### src/rtl/uart_tx_ctrl.sv
`timescale 1ns/1ps
// -----------------------------------------------------------------------------
// uart_tx_ctrl
//
// Frame sequencer for the UART transmitter. A byte offered with Data_Valid
// while the block is idle is latched and sent on TX_OUT as one frame, one bit
// per CLK (CLK is the bit-rate clock):
//   start (0), Data_Width data bits LSB first, optional parity, stop (1),
//   optional second stop (1).
// Busy is high for the whole frame. It is also the handshake the external
// parity calculator uses to capture P_DATA on the accept edge.
//
// Ports
//   CLK         in   bit-rate clock, all state on posedge
//   RST         in   asynchronous reset, active-low
//   P_DATA      in   parallel data, sampled only on accept
//   Data_Valid  in   request strobe, accepted only while Busy=0
//   PAR_EN      in   1 inserts a parity slot, sampled on accept
//   Par_Bit     in   parity value, sampled on the edge entering the parity slot
//   STOP2       in   1 requests two stop bits, sampled on accept
//   TX_OUT      out  serial line, registered, idles high
//   Busy        out  frame in progress, registered
//
// Build option
//   UART_TX_STOP2_EN  when defined, STOP2=1 adds a second stop cycle. When
//                     undefined, the STOP2 port is ignored and every frame has
//                     exactly one stop bit.
// -----------------------------------------------------------------------------
module uart_tx_ctrl #(
  parameter int Data_Width = 8
) (
  input  logic                  CLK,
  input  logic                  RST,
  input  logic [Data_Width-1:0] P_DATA,
  input  logic                  Data_Valid,
  input  logic                  PAR_EN,
  input  logic                  Par_Bit,
  input  logic                  STOP2,
  output logic                  TX_OUT,
  output logic                  Busy
);

  localparam int CNT_W = (Data_Width > 1) ? $clog2(Data_Width) : 1;
  localparam logic [CNT_W-1:0] LAST_BIT = CNT_W'(Data_Width - 1);

  typedef enum logic [2:0] {
    IDLE   = 3'd0,
    START  = 3'd1,
    DATA   = 3'd2,
    PARITY = 3'd3,
`ifdef UART_TX_STOP2_EN
    STOP   = 3'd4,
    STOP_2 = 3'd5
`else
    STOP   = 3'd4
`endif
  } state_t;

  state_t                state_q;
  logic [Data_Width-1:0] shift_q;
  logic [CNT_W-1:0]      cnt_q;
  logic                  par_en_q;
  logic                  tx_q;
  logic                  busy_q;

`ifdef UART_TX_STOP2_EN
  logic                  stop2_q;
`else
  // STOP2 stays on the port list so both builds share one interface.
  logic                  unused_stop2;
  assign unused_stop2 = STOP2;
`endif

  // The outputs are registered. Each transition therefore loads the line
  // value of the state being entered, so TX_OUT shows that state's bit for
  // the whole following cycle.
  always_ff @(posedge CLK or negedge RST) begin
    if (!RST) begin
      state_q  <= IDLE;
      shift_q  <= '0;
      cnt_q    <= '0;
      par_en_q <= 1'b0;
      tx_q     <= 1'b1;
      busy_q   <= 1'b0;
`ifdef UART_TX_STOP2_EN
      stop2_q  <= 1'b0;
`endif
    end else begin
      case (state_q)
        IDLE: begin
          tx_q   <= 1'b1;
          busy_q <= 1'b0;
          if (Data_Valid) begin
            state_q  <= START;
            shift_q  <= P_DATA;
            par_en_q <= PAR_EN;
`ifdef UART_TX_STOP2_EN
            stop2_q  <= STOP2;
`endif
            tx_q     <= 1'b0;
            busy_q   <= 1'b1;
          end
        end

        START: begin
          // Leaving the start bit: put data bit 0 on the line.
          state_q <= DATA;
          cnt_q   <= '0;
          tx_q    <= shift_q[0];
          shift_q <= {1'b0, shift_q[Data_Width-1:1]};
          busy_q  <= 1'b1;
        end

        DATA: begin
          busy_q <= 1'b1;
          if (cnt_q == LAST_BIT) begin
            // The last data bit is on the line now. Par_Bit is captured here,
            // on the edge that enters the parity slot.
            if (par_en_q) begin
              state_q <= PARITY;
              tx_q    <= Par_Bit;
            end else begin
              state_q <= STOP;
              tx_q    <= 1'b1;
            end
          end else begin
            cnt_q   <= cnt_q + CNT_W'(1);
            tx_q    <= shift_q[0];
            shift_q <= {1'b0, shift_q[Data_Width-1:1]};
          end
        end

        PARITY: begin
          state_q <= STOP;
          tx_q    <= 1'b1;
          busy_q  <= 1'b1;
        end

        STOP: begin
          tx_q <= 1'b1;
`ifdef UART_TX_STOP2_EN
          if (stop2_q) begin
            state_q <= STOP_2;
            busy_q  <= 1'b1;
          end else begin
            state_q <= IDLE;
            busy_q  <= 1'b0;
          end
`else
          state_q <= IDLE;
          busy_q  <= 1'b0;
`endif
        end

`ifdef UART_TX_STOP2_EN
        STOP_2: begin
          state_q <= IDLE;
          tx_q    <= 1'b1;
          busy_q  <= 1'b0;
        end
`endif

        default: begin
          // Recover from an unreachable encoding by returning to a quiet idle.
          state_q <= IDLE;
          tx_q    <= 1'b1;
          busy_q  <= 1'b0;
        end
      endcase
    end
  end

  assign TX_OUT = tx_q;
  assign Busy   = busy_q;

endmodule

### config.mk
export PLATFORM = sky130hd
export DESIGN_NAME = uart_tx_ctrl
export DESIGN_NICKNAME = d
export VERILOG_FILES = /design/src/rtl/uart_tx_ctrl.sv
export SDC_FILE = /design/constraint.sdc
export NUM_CORES = 1
export LEC_CHECK = 0
export CAP_MARGIN = 40
export CORE_MARGIN = 4
export CORE_UTILIZATION = 40
export CTS_CLUSTER_SIZE = 25
export DETAILED_ROUTE_END_ITERATION = 10
export PLACE_DENSITY_LB_ADDON = 0.1
export SYNTH_ARGS = -nofsm -noshare
export SYNTH_HDL_FRONTEND = slang
export SYNTH_SLANG_ARGS = --single-unit
### constraint.sdc
create_clock -name CLK -period 2.35 [get_ports CLK]
set_input_delay 0.3525 -clock CLK [delete_from_list [all_inputs] [get_ports CLK]]
set_output_delay 0.3525 -clock CLK [all_outputs]
set_load 0.02 [all_outputs]
Fig. 1: placed standard cells
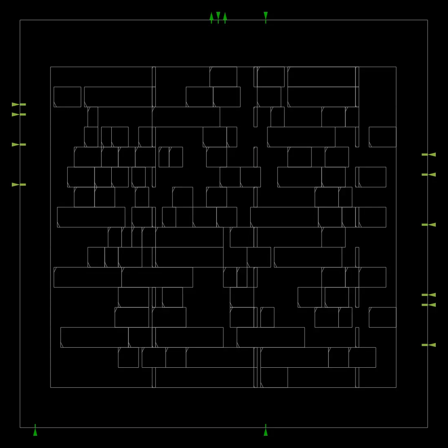
total number of sequential cells: 17
count of fill cells added during filler insertion: 201
placeable core region: 0.00204 mm2

Fig. 2: the metal 3 layer
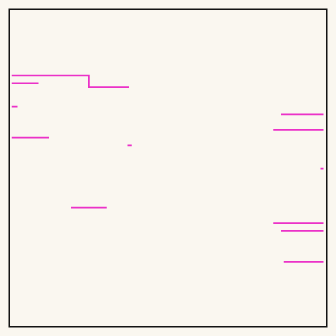
share of all routed wire: 4.1%
wire length on this layer: 77.9 um
nets with wire on the layer: 11
longest straight run: 13.3 um
main direction: horizontal
routed wire length: 1910 um
count of vias placed by the detailed router: 711
M3 GR Usage: 0.0396

Fig. 3: clock distribution
Bar = 20 um.
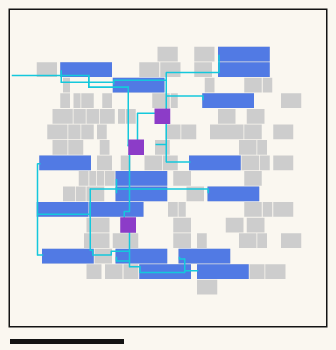
legend:
  flip-flops:
    colour: blue
    count: 17
  clock wires:
    colour: cyan
    length: 219 um
  clock drivers:
    colour: purple
    count: 3
routed clock nets: 4
power share of the clock group: 0.111
source-to-sink clock delay at the later pin of the worst-skew pair: 300 ps
Layout Skew: 12.7 ps
power attributed to the clock group: 0.166 mW

Fig. 4: placement density heat map
11 x 11 tiles, from white (low) to dark blue (high), 0 to 100% covered.
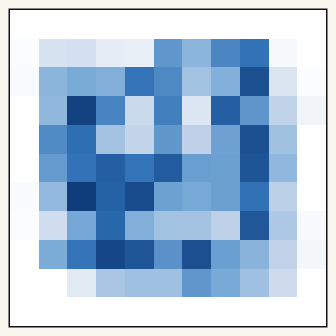
nearly empty tiles: 30%
densest ninth of the die: middle
fullest tile: 95%
mean over tiles: 35%
tiles over 75% full: 12%
final core utilization: 0.534
FP Util: 0.439

==> results.txt <==
Observations from the implementation run.

Outcome:
- The run finished with clean final reports.

Final timing:
- Across all hold checks on the routed design, the worst slack comes to around 360 ps.
- The run puts the transition time at the pin with the least slew margin at ~660 ps.
- The worst-case max-slew headroom was logged as 0.562.
- The run gives the setup TNS as 0 ps.
- The run puts the achievable clock frequency at 0.487 GHz.
- The run gives the number of endpoints failing setup at the final stage as 0.
- The smallest clock period supported by the final layout is computed as between 2000 and 2500 ps.
- The run gives the final number of hold-violating endpoints as 0.
- Setup repair after global routing left no endpoint under its margin.
- The run gives the final clock period utilization by the worst path as 0.874.
- Max-slew check failures listed in the final report amount to 0.

Route:
- The run gives the remaining antenna violation count after routing as 0.
- The run puts the total DRC errors in the routed layout at 0.
- In the routed layout, each cell is associated on average with a via count of 5.60.
- Detailed-route iteration 0 reported a violation count of 16.
- The run gives the number of detailed-routing iterations run before antenna repair as 4.
- The run puts the mean routed wirelength per cell at 15.0 um.

Power and ir drop:
- The power report puts the net switching power at between 0.6 and 0.7 mW.
- The run gives the total power density per cell area as 1370 mW/mm2.
- The run puts the switching portion of total power at 0.406.
- The run puts the design internal power at ~0.9 mW.
- The run gives the total leakage power as 0.441 nW.
- Of the total power, registers draw 0.361.
- The run puts the peak ir drop on the vdd network at ~0.7 mV.
- The run gives the total power draw as around 1.5 mW.
- The run gives the combinational group share of total power as 0.528.

Cells and area:
- For this run, the number of standard cells in the final layout without fillers is 127.
- Of the cells placed in the final design, the portion with a size suffix greater than 1 is 0.110.
- The run puts the area growth from synthesis to layout at 21.8%.
- The run puts the number of nets in the final layout at about 120.
- The run gives the number of antenna diodes as 0.

Clock network:
- The run puts the number of H-tree levels at 1.
- In the CTS report, the clock slew at the register clock pins of the worst setup and hold paths is listed as about 120 ps.
- The run gives the CTS sink count as 17.
- The run gives the TritonCTS clock tree as yes.
- In this run, CTS created clock tree buffers numbering 3.
- The run gives the hold-fix buffer count after cts as 0.
- The run gives the root buffer cell as sky130_fd_sc_hd__clkbuf_4.
- Per the repair_timing log after CTS, setup buffers inserted total 0.
- The run puts the cell resize tally after clock tree synthesis at 0.
- The run gives the number of buffers on the longest clock path as 2.

Setup path:
- The run gives the worst path arrival time as 2260 ps.
- The run gives the start-to-end type of the worst setup path as flop to flop.
- The run puts the endpoint required time on the critical path at 2560 ps.
- STA classifies the critical path startpoint as a flop.
- The run puts the largest stage delay on the critical path at 540 ps.
- Logic depth along the worst register-to-register path is recorded as 5.
- The worst setup path is captured at a flop.
- The slowest stage of the critical path belongs to the cell sky130_fd_sc_hd__or3b_1.
- The run gives the most used cell along the critical path as sky130_fd_sc_hd__ha_1.
- The run gives the maximum fanout encountered on the critical timing path as 8.
- The signal on the critical path passes through ha_1 -> ha_1 -> or3b_1 -> a21oi_4 -> a2bb2oi_1.

Synth:
- The run gives the cell taking the most area after synthesis as sky130_fd_sc_hd__dfrtp_1.
- After synthesis, the design contains 84 cells according to Yosys.
- Yosys reported a register bit count of 17.
- The run gives the share of synthesized area occupied by flip-flops and latches as 0.476.
- The main area contributors are sky130_fd_sc_hd__dfrtp_1 (45%), sky130_fd_sc_hd__a221oi_1 (6.8%), sky130_fd_sc_hd__a2bb2oi_1 (6.8%).
- The run puts the total cell area reported by yosys after synthesis at between 800 and 900 um2.
- For this run the top cell type by instance count after synthesis was sky130_fd_sc_hd__dfrtp_1.
- In the synthesized netlist, the cells that appear most often are sky130_fd_sc_hd__dfrtp_1 (16), sky130_fd_sc_hd__o21ai_0 (11), sky130_fd_sc_hd__a221oi_1 (7), sky130_fd_sc_hd__a2bb2oi_1 (7).
- The run gives the most used flip-flop cell after synthesis as sky130_fd_sc_hd__dfrtp_1.
- The synthesized instance count is between 80 and 90.
- The run puts the share of flip-flops with an asynchronous set or reset after synthesis at 1.00.
- The run puts the synthesized cell area at about 900 um2.
- Counting every net in the synthesized netlist gives approximately 100.
- The share of synthesized area in the top cell type comes to 0.447.
- The run gives the count of warnings emitted by yosys as 0.
- The run puts the post-synthesis cell type count at 31.
- Averaged over all synthesized cells, the footprint is about 11 um2.
- Counting flops with a built-in enable in the synthesized netlist gives 0.

Floorplanning:
- The initialized floorplan defines 16 standard-cell rows.
- The run gives the number of ports placed on the die boundary as 16.
- Measured along the x axis, the die boundary spans 55.3 um.
- The run gives the chip height as 55.3 um.
- The run puts the total die area at 0.00306 mm2.

Placed design:
- Detailed placement ended at an HPWL of between 1000 and 1500 um.
- At the end of routability-driven placement, the weighted congestion stood at about 0.76.
- After detailed placement, the design holds a cell count of around 120.
- The run gives the count of input and output buffers as 14.

Run:
- The run gives the number of max-capacitance violations reported as 0.
- Summing over the stages, the warning tally comes to 27.

Min path:
- The min-delay analysis places its worst path in the category primary input to async pin.

Global route:
- Across every metal layer, demand over resource in global routing totals 0.138.
- The first global-routing pass estimated roughly 3400 um of wire.
- The run puts the largest net degree at the start of global routing at 22.
- The number of antenna violations at the first check in global routing came to 0.
- The run gives the via count of the first global-routing pass as about 700.
- The run puts the aggregate global routing overflow at 0.
## cells by family (layout without fill, tap and decap cells)
kind of cell / after synthesis / count (layout) / share of synthesized area
AND/OR/NAND/NOR: 14 / 14 / 0.0894
AND-OR/OR-AND: 38 / 38 / 0.314
buffers and inverters: 10 / 26 / 0.0600
multiplexers: 1 / 1 / 0.0126
flip-flops: 17 / 17 / 0.476
XOR/XNOR: 2 / 2 / 0.0196
adder cells (fa/ha/maj): 2 / 2 / 0.0279
## sequential cells by signal, summed over array words and instances (netlist names)
name      flops
shift_q       8
cnt_q         3
state_q       3
Busy          1
TX_OUT        1
par_en_q      1
## metrics by stage
stage	util	worst slack, ps	instance area [um2]
2_1_floorplan	-	545	896
3_3_place_gp	0.520	333	1060
3_5_place_dp	0.520	320	1060
4_1_cts	0.534	291	1090
5_1_grt	0.534	128	1090
6_report	0.534	296	1090
## power by group through the flow
stage	Sequential [mW]	Combinational [mW]	Clock, mW
floorplan	0.528	0.612	0
detailed placement	0.547	0.790	0
CTS	0.540	0.793	0.170
global placement	0.541	0.777	0
global route	0.562	0.885	0.183
finish	0.540	0.788	0.166
## layer usage
layer,wire (um),global-route usage,vias to the layer above
met4,10,0.0521,0
met5,0,0,-
met1,916,0.185,340
met3,77,0.0396,2
met2,906,0.208,12
li1,-,-,357
## worst max-delay path, delay by kind of cell, from the launching register on
family / cells / cell delay, ps
and+or+nand+nor: 1 / 540
AOI/OAI and AO/OA: 2 / 530
DFF: 1 / 420
adders and majority gates: 2 / 470
## layout make-up
class	count	area (um2)	share of cell area
Multi-Input combinational cell	57	415	0.381
Clock inverter	1	7.51	0.00688
Inverter	4	15.0	0.0138
Timing Repair Buffer	18	170	0.156
Tap cell	27	33.8	0.0310
Sequential cell	17	427	0.391
Clock buffer	3	22.5	0.0206
## path summary, 6_finish.rpt
kind	slack, ps	start	to
min reg2reg	530	cnt_q[1]	cnt_q[1]
min	360	RST	cnt_q[1]
max in group asynchronous	1730	RST	TX_OUT
max reg2reg	300	cnt_q[0]	shift_q[2]
max	300	cnt_q[0]	shift_q[2]
min in group CLK	530	cnt_q[1]	cnt_q[1]
## layout by cell type, fill, tap and decap left out, types with 2 or more instances in the layout
master,instances
sky130_fd_sc_hd__a21oi_1,2
sky130_fd_sc_hd__nor3_1,4
sky130_fd_sc_hd__clkdlybuf4s50_1,14
sky130_fd_sc_hd__a22oi_1,2
sky130_fd_sc_hd__a221oi_1,7
sky130_fd_sc_hd__o21ai_0,11
sky130_fd_sc_hd__ha_1,2
sky130_fd_sc_hd__nand2_1,2
sky130_fd_sc_hd__dfrtp_1,16
sky130_fd_sc_hd__a2bb2oi_1,7
sky130_fd_sc_hd__buf_4,4
sky130_fd_sc_hd__o2bb2ai_1,2
sky130_fd_sc_hd__nor2b_1,3
sky130_fd_sc_hd__clkbuf_4,3
sky130_fd_sc_hd__inv_1,4
Power is estimated from default activity; no workload was simulated.
